metal_density.png
The die is cut into 13 by 18 equal tiles; dark blue is low, red is high, scaled to the fullest tile. Values are wire area over tile area, all layers added.
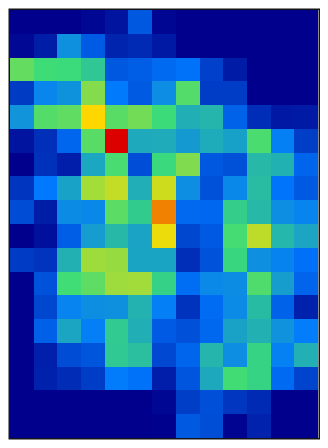
flops_by_reg.png
Scale bar: 20 um. Other sequential cells in the stronger grey, the rest of the logic in the fainter grey.
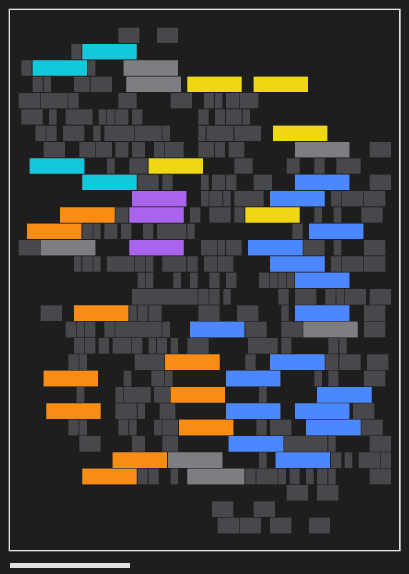
sizes.png
Scale bar: 20 um.
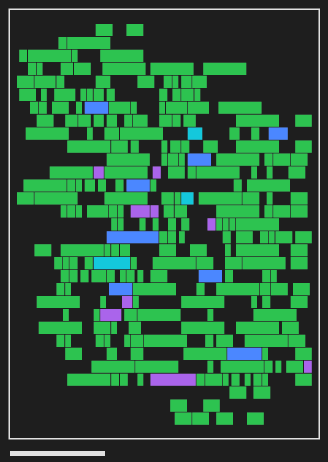
placement.png
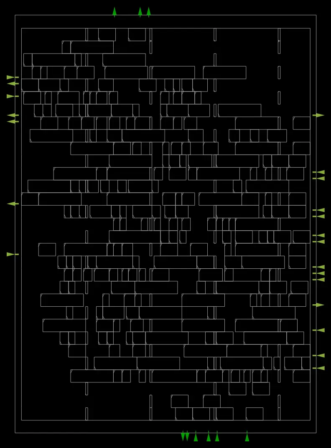
clk_routes.png
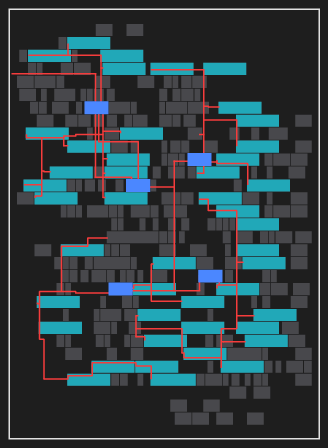
==> src/rtl/matrix_scan_ctrl_if.sv <==
// Frame-buffer fetch and LED matrix driver pins of the scan controller.
// master = scan controller, slave = frame buffer / pin consumer.
interface matrix_scan_ctrl_if;
  logic        enable;
  logic [3:0]  row_addr;
  logic [15:0] row_data;
  logic        frame_done;
  logic        CSDI;
  logic        CCLK;
  logic        RSDI;
  logic        RCLK;
  logic        LE;
  logic        OEB;

  modport master (
    input  enable,
    input  row_data,
    output row_addr,
    output frame_done,
    output CSDI,
    output CCLK,
    output RSDI,
    output RCLK,
    output LE,
    output OEB
  );

  modport slave (
    output enable,
    output row_data,
    input  row_addr,
    input  frame_done,
    input  CSDI,
    input  CCLK,
    input  RSDI,
    input  RCLK,
    input  LE,
    input  OEB
  );
endinterface

==> src/rtl/matrix_scan_ctrl.sv <==
// 16x16 LED matrix scan controller: fetches each frame-buffer row, shifts it
// into the column register, clocks the one-hot row register, latches, dwells.
module matrix_scan_ctrl #(
  parameter int unsigned SCREENTIMERWIDTH = 10
) (
  input  logic              clk,
  input  logic              reset_n,
  matrix_scan_ctrl_if.master bus
);

  typedef enum logic [2:0] {
    S_IDLE,
    S_FETCH,
    S_SHIFT,
    S_ROWCLK,
    S_LATCH,
    S_DISPLAY
  } state_t;

  state_t                      state_q, state_d;
  logic [4:0]                  phase_q, phase_d;
  logic [SCREENTIMERWIDTH-1:0] dwell_q, dwell_d;
  logic [3:0]                  row_q, row_d;
  logic [15:0]                 colsr_q, colsr_d;
  logic                        last_dwell;

  logic csdi_d, cclk_d, rsdi_d, rclk_d, le_d, oeb_d, fd_d;

  always_ff @(posedge clk or negedge reset_n) begin
    if (!reset_n) begin
      state_q <= S_IDLE;
      phase_q <= '0;
      dwell_q <= '0;
      row_q   <= '0;
      colsr_q <= '0;
    end else begin
      state_q <= state_d;
      phase_q <= phase_d;
      dwell_q <= dwell_d;
      row_q   <= row_d;
      colsr_q <= colsr_d;
    end
  end

  always_comb begin
    state_d    = state_q;
    phase_d    = phase_q;
    dwell_d    = dwell_q;
    row_d      = row_q;
    colsr_d    = colsr_q;
    last_dwell = 1'b0;
    case (state_q)
      S_IDLE: begin
        phase_d = '0;
        if (bus.enable) state_d = S_FETCH;
      end
      S_FETCH: begin
        colsr_d = bus.row_data;
        phase_d = '0;
        state_d = S_SHIFT;
      end
      S_SHIFT: begin
        // even phase presents the bit, odd phase clocks it, then shift
        phase_d = phase_q + 5'd1;
        if (phase_q[0]) colsr_d = {colsr_q[14:0], 1'b0};
        if (phase_q == 5'd31) begin
          phase_d = '0;
          state_d = S_ROWCLK;
        end
      end
      S_ROWCLK: begin
        phase_d = phase_q + 5'd1;
        if (phase_q[0]) begin
          phase_d = '0;
          state_d = S_LATCH;
        end
      end
      S_LATCH: begin
        dwell_d = '0;
        state_d = S_DISPLAY;
      end
      S_DISPLAY: begin
        dwell_d = dwell_q + 1'b1;
        if (dwell_q == '1) begin
          last_dwell = 1'b1;
          if (bus.enable) begin
            row_d   = row_q + 4'd1;
            state_d = S_FETCH;
          end else begin
            row_d   = '0;
            state_d = S_IDLE;
          end
        end
      end
      default: state_d = S_IDLE;
    endcase
  end

  // Pin values are a registered image of the current state, so every pin
  // trails the state by one cycle; this keeps all outputs glitch-free flops.
  always_comb begin
    csdi_d = (state_q == S_SHIFT) && colsr_q[15];
    cclk_d = (state_q == S_SHIFT) && phase_q[0];
    rsdi_d = (state_q == S_ROWCLK) && (row_q == 4'd0);
    rclk_d = (state_q == S_ROWCLK) && phase_q[0];
    le_d   = (state_q == S_LATCH);
    oeb_d  = (state_q != S_DISPLAY);
    fd_d   = last_dwell && (row_q == 4'd15);
  end

  always_ff @(posedge clk or negedge reset_n) begin
    if (!reset_n) begin
      bus.CSDI       <= 1'b0;
      bus.CCLK       <= 1'b0;
      bus.RSDI       <= 1'b0;
      bus.RCLK       <= 1'b0;
      bus.LE         <= 1'b0;
      bus.OEB        <= 1'b1;
      bus.frame_done <= 1'b0;
    end else begin
      bus.CSDI       <= csdi_d;
      bus.CCLK       <= cclk_d;
      bus.RSDI       <= rsdi_d;
      bus.RCLK       <= rclk_d;
      bus.LE         <= le_d;
      bus.OEB        <= oeb_d;
      bus.frame_done <= fd_d;
    end
  end

  assign bus.row_addr = row_q;

endmodule
==> src/flat_wrapper.sv <==
// flat-port wrapper written by rule: the top's interface ports become plain ports
module matrix_scan_ctrl_flat 
#(
  parameter int unsigned SCREENTIMERWIDTH = 10
)
  (clk, reset_n, bus_enable, bus_row_data, bus_row_addr, bus_frame_done, bus_CSDI, bus_CCLK, bus_RSDI, bus_RCLK, bus_LE, bus_OEB);
  matrix_scan_ctrl_if bus_i ();
  input  logic clk;
  input  logic reset_n;
  input wire logic [$bits(bus_i.enable)-1:0] bus_enable;
  input wire logic [$bits(bus_i.row_data)-1:0] bus_row_data;
  output wire logic [$bits(bus_i.row_addr)-1:0] bus_row_addr;
  output wire logic [$bits(bus_i.frame_done)-1:0] bus_frame_done;
  output wire logic [$bits(bus_i.CSDI)-1:0] bus_CSDI;
  output wire logic [$bits(bus_i.CCLK)-1:0] bus_CCLK;
  output wire logic [$bits(bus_i.RSDI)-1:0] bus_RSDI;
  output wire logic [$bits(bus_i.RCLK)-1:0] bus_RCLK;
  output wire logic [$bits(bus_i.LE)-1:0] bus_LE;
  output wire logic [$bits(bus_i.OEB)-1:0] bus_OEB;
  assign bus_i.enable = bus_enable;
  assign bus_i.row_data = bus_row_data;
  assign bus_row_addr = bus_i.row_addr;
  assign bus_frame_done = bus_i.frame_done;
  assign bus_CSDI = bus_i.CSDI;
  assign bus_CCLK = bus_i.CCLK;
  assign bus_RSDI = bus_i.RSDI;
  assign bus_RCLK = bus_i.RCLK;
  assign bus_LE = bus_i.LE;
  assign bus_OEB = bus_i.OEB;
  matrix_scan_ctrl #(.SCREENTIMERWIDTH(SCREENTIMERWIDTH)) u_core (.clk(clk), .reset_n(reset_n), .bus(bus_i));
endmodule
==> config.mk <==
export PLATFORM = sky130hd
export DESIGN_NAME = matrix_scan_ctrl_flat
export DESIGN_NICKNAME = d
export VERILOG_FILES = /design/src/rtl/matrix_scan_ctrl_if.sv /design/src/rtl/matrix_scan_ctrl.sv /design/src/flat_wrapper.sv
export SDC_FILE = /design/constraint.sdc
export NUM_CORES = 1
export LEC_CHECK = 0
export CORE_ASPECT_RATIO = 1.4
export CORE_MARGIN = 1
export CORE_UTILIZATION = 40
export DETAILED_ROUTE_END_ITERATION = 16
export GPL_ROUTABILITY_DRIVEN = 1
export GPL_TIMING_DRIVEN = 0
export HOLD_SLACK_MARGIN = 0.02
export PLACE_DENSITY_LB_ADDON = 0.25
export SYNTH_ARGS = -nofsm -noshare
export SYNTH_HDL_FRONTEND = slang
export SYNTH_SLANG_ARGS = --single-unit
==> constraint.sdc <==
create_clock -name clk -period 2.5 [get_ports clk]
set_clock_uncertainty 0.05 [all_clocks]
set_input_delay 0.25 -clock clk [delete_from_list [all_inputs] [get_ports clk]]
set_output_delay 0.25 -clock clk [all_outputs]
set_load 0.03 [all_outputs]
==> flow_summary.html <==
<h3>Flow metrics</h3>
<table>
<tr><th>Metric</th><th>Value</th></tr>
<tr><th colspan="2">Clocking</th></tr>
<tr><td>Number of buffers added by the clock tree synthesis step</td><td>5</td></tr>
<tr><td>CTS resizes</td><td>0</td></tr>
<tr><td>Clock Sink Count</td><td>45</td></tr>
<tr><td>Maximum root-to-sink buffer count</td><td>2</td></tr>
<tr><td>Post-CTS Setup Repair Bufs</td><td>0</td></tr>
<tr><td>Number of H-tree levels</td><td>2</td></tr>
<tr><td>Clock tree from TritonCTS</td><td>built</td></tr>
<tr><td>Worst-path clk slew</td><td>0.08 ns</td></tr>
<tr><th colspan="2">Synth</th></tr>
<tr><td>Multiplexer share of the synthesized area</td><td>8.62%</td></tr>
<tr><td>Commonest register cell after synthesis</td><td>sky130_fd_sc_hd__dfrtp_1</td></tr>
<tr><td>Number of distinct library cells after synthesis</td><td>38</td></tr>
<tr><td>Share of synthesized registers carrying an async set or reset</td><td>100%</td></tr>
<tr><td>Synthesized flop and latch total</td><td>45</td></tr>
<tr><td>Seq/Total Area, Yosys</td><td>51.1%</td></tr>
<tr><td>Most used standard cell by instance count after synthesis</td><td>sky130_fd_sc_hd__dfrtp_1</td></tr>
<tr><td>Yosys Instances</td><td>222</td></tr>
<tr><td>XOR Share, Synth</td><td>0%</td></tr>
<tr><td>Dominant cell type by area after synthesis</td><td>sky130_fd_sc_hd__dfrtp_1</td></tr>
<tr><td>Post-synthesis cell area</td><td>between 2000 and 2500 um2</td></tr>
<tr><td>Average instance area after synthesis</td><td>9.94 um2</td></tr>
<tr><td>Cell count after synthesis</td><td>about 220</td></tr>
<tr><td>Number of enable-type register cells in the synthesized netlist</td><td>0</td></tr>
<tr><td>Area share of the leading cell type in the synthesized netlist</td><td>approximately half</td></tr>
<tr><td>Area share of and/or/nand/nor cells after synthesis</td><td>20.2%</td></tr>
<tr><td>Chip area estimate from yosys synthesis</td><td>around 2200 um2</td></tr>
<tr><td>Post-synth net total</td><td>around 250</td></tr>
<tr><td>Largest cells by area</td><td>sky130_fd_sc_hd__dfrtp_1, sky130_fd_sc_hd__mux2i_1, sky130_fd_sc_hd__a21oi_1</td></tr>
<tr><td>List of most frequent post-synthesis cells</td><td>sky130_fd_sc_hd__dfrtp_1, sky130_fd_sc_hd__nor2_1, sky130_fd_sc_hd__a21oi_1, sky130_fd_sc_hd__mux2i_1, sky130_fd_sc_hd__nand2_1</td></tr>
<tr><td>YS warnings</td><td>0</td></tr>
<tr><th colspan="2">Pwr</th></tr>
<tr><td>Internal</td><td>approximately 1.7 mW</td></tr>
<tr><td>Dominant power group</td><td>combinational cells</td></tr>
<tr><td>Part of the total power dissipated in combinational logic</td><td>a little over 40%</td></tr>
<tr><td>Switch share</td><td>between 30% and 40%</td></tr>
<tr><td>Areal power density over the cells</td><td>1020 nW/um2</td></tr>
<tr><td>Leakage power summed over all cells</td><td>1.23 nW</td></tr>
<tr><th colspan="2">Place</th></tr>
<tr><td>Setup Slack @ Placement</td><td>0.608 ns</td></tr>
<tr><td>Placed cell count</td><td>318</td></tr>
<tr><td>DPL Wire Length</td><td>3010 um</td></tr>
<tr><td>Gpl congestion</td><td>0.760</td></tr>
<tr><th colspan="2">Floorplan</th></tr>
<tr><td>Effective utilization at floorplan</td><td>between 40 and 50%</td></tr>
<tr><td>Vertical die size</td><td>around 90 um</td></tr>
<tr><td>Core Footprint</td><td>5240 um2</td></tr>
<tr><td>Tap cells</td><td>66</td></tr>
<tr><td>Ports</td><td>30</td></tr>
<tr><td>Die x size</td><td>64.8 um</td></tr>
<tr><td>Die area</td><td>~5800 um2</td></tr>
<tr><th colspan="2">Worst setup path</th></tr>
<tr><td>Setup crit start kind</td><td>register</td></tr>
<tr><td>First element of the critical path</td><td>u_core.phase_q[0]</td></tr>
<tr><td>Cell family contributing the most delay on the critical path</td><td>simple AND/OR/NAND/NOR gates</td></tr>
<tr><td>FF-to-FF End</td><td>u_core.phase_q[0]</td></tr>
<tr><td>Data required, critical path</td><td>~2.7 ns</td></tr>
<tr><td>Type of the setup path with the least slack</td><td>reg -&gt; reg</td></tr>
<tr><td>Crit Reg-Reg Startpoint</td><td>u_core.phase_q[0]</td></tr>
<tr><td>End point of the critical path</td><td>u_core.phase_q[0]</td></tr>
<tr><td>Critical path's slowest cell</td><td>sky130_fd_sc_hd__dfrtp_1</td></tr>
<tr><td>Endpoint type of the worst setup path</td><td>register</td></tr>
<tr><td>Combined buffer and inverter count along the critical path</td><td>0</td></tr>
<tr><td>Most Frequent Cell on Critical Path</td><td>sky130_fd_sc_hd__ha_1</td></tr>
<tr><td>Flop2flop setup slack</td><td>roughly 0.6 ns</td></tr>
<tr><td>Length in cells of the worst reg-to-reg path</td><td>6</td></tr>
<tr><td>CP Max Fanout</td><td>8</td></tr>
<tr><td>CP Cell Sequence</td><td>ha_1, and3_1, ha_1, nor2b_1, or4b_1, o21ai_0</td></tr>
<tr><td>Slowest stage delay, CP</td><td>approximately 0.46 ns</td></tr>
<tr><th colspan="2">Timing</th></tr>
<tr><td>Number of setup violations in the final report</td><td>0</td></tr>
<tr><td>Maximum clock rate</td><td>525 MHz</td></tr>
<tr><td>Transition time at the pin with the least slew margin</td><td>0.461 ns</td></tr>
<tr><td>Final-report max-slew violation count</td><td>0</td></tr>
<tr><td>Final clock period utilization by the worst path</td><td>76.2%</td></tr>
<tr><td>Shortest period the worst path allows</td><td>around 1.9 ns</td></tr>
<tr><td>Min Hold Slack</td><td>0.348 ns</td></tr>
<tr><th colspan="2">Detailed routing</th></tr>
<tr><td>Length of the first detailed-routing pass in iterations</td><td>4</td></tr>
<tr><td>Post-DR vias/cell</td><td>5.06</td></tr>
<tr><td>Overall via count from detail_route</td><td>1,655</td></tr>
<tr><td>Routed length on met1</td><td>1940 um</td></tr>
<tr><td>Remaining antenna violation count after routing</td><td>0</td></tr>
<tr><td>Routed Wire Length</td><td>between 4000 and 5000 um</td></tr>
<tr><td>Number of DRC markers after the initial detailed-route iteration</td><td>approximately 88</td></tr>
<tr><td>WL met3</td><td>roughly 150 um</td></tr>
<tr><th colspan="2">Layout</th></tr>
<tr><td>Share of cell area taken by multi-input logic gates</td><td>36.3%</td></tr>
<tr><td>Cell type taking the most area</td><td>registers</td></tr>
<tr><td>Total inserted antenna cells</td><td>0</td></tr>
<tr><td>Clock buf count</td><td>6</td></tr>
<tr><td>Number of nets at the end of the flow</td><td>~290</td></tr>
<tr><td>Final sequential cell count</td><td>45</td></tr>
<tr><td>Non-clock buffer contribution to total cell area</td><td>13.7%</td></tr>
<tr><td>Multi-input combinational gate total</td><td>156</td></tr>
<tr><td>Fraction of layout cells with a size suffix above 1</td><td>roughly 7.7%</td></tr>
<tr><th colspan="2">Global route</th></tr>
<tr><td>Met1 layer usage reported by global route</td><td>between 20% and 30%</td></tr>
<tr><td>Via count of the first global-routing pass</td><td>about 1,600</td></tr>
<tr><td>Met2 Use GR</td><td>between 20% and 30%</td></tr>
<tr><td>Total global routing overflow</td><td>0</td></tr>
<tr><td>Number of antenna violations at the first check in global routing</td><td>0</td></tr>
<tr><td>Total GRT Usage</td><td>16.0%</td></tr>
<tr><td>GR Util met3</td><td>3.43%</td></tr>
<tr><td>Busiest grt layer</td><td>met2</td></tr>
<tr><th colspan="2">Job</th></tr>
<tr><td>Count of warning messages emitted by the tools</td><td>28</td></tr>
<tr><td>Max Cap Violations</td><td>0</td></tr>
<tr><th colspan="2">Hold path</th></tr>
<tr><td>Worst hold path type</td><td>in -&gt; async</td></tr>
<tr><th colspan="2">Run status</th></tr>
<tr><td>Run status</td><td>complete, no violations</td></tr>
</table>
## Picture notes: metal_density.png
nearly empty tiles	21%
fullest tile	0.46
mean over tiles	0.11
tiles over half the peak	13%
emptiest ninth of the die	upper right
densest ninth of the die	centre

## Picture notes: flops_by_reg.png
colour	name in the netlist	placed flops
yellow	`u_core.phase_q`	5
cyan	`u_core.bus.row_addr`	4
orange	`u_core.dwell_q`	10
blue	`u_core.colsr_q`	16
purple	`u_core.state_q`	3
not coloured	7
share of the final layout cell area in sequential cells: 41.5%
final core area utilization: 51.9%
Reg area: 1130 um2
total sequential power: 1.07 mW

## Picture notes: sizes.png
colour	size	cells	share
blue	_6 and larger	8	3.1%
cyan	_3 and _4 cells	3	1.1%
purple	_2 cells	9	3.4%
green	_0 and _1 cells	241	92%
Signal buffers: 42
layout-stage area growth over the synthesis result: 23.1%
worst setup margin: 0.595 ns

## Picture notes: placement.png
Layout fillers: 493
row cnt: 31

## Picture notes: clk_routes.png
[red] clock wires | length: 504 um
[blue] clock drivers | count: 5
[cyan] flip-flops | count: 45
flops lie	spread over the die
routed clock nets	6
clock distribution power: 0.540 mW
insertion delay of the later-clocked pin in the worst-skew pair: 0.29 ns
proportion of power drawn by the clock network: 19.6%

sequential cells by signal (all words and copies together) (netlist names):
register and cells:
u_core.state_q 3, u_core.bus.CSDI 1, u_core.bus.RSDI 1, u_core.bus.RCLK 1
u_core.dwell_q 10, u_core.bus.CCLK 1, u_core.bus.LE 1, u_core.bus.frame_done 1
u_core.bus.OEB 1, u_core.colsr_q 16, u_core.bus.row_addr 4, u_core.phase_q 5
metrics by stage:
stage | area (um2) | TNS [ns] | util [%] | power (mW)
after floorplan | 2210 | 0 | - | 1.94
final | 2720 | 0 | 51.9 | 2.76
after global placement | 2580 | -6.60 | 49.3 | 2.22
after global routing | 2720 | 0 | 51.9 | 3.00
after detailed placement | 2590 | 0 | 49.6 | 2.25
after CTS | 2720 | 0 | 51.9 | 2.80
Power figures rest on the tool's default switching activity, not on a simulated workload.
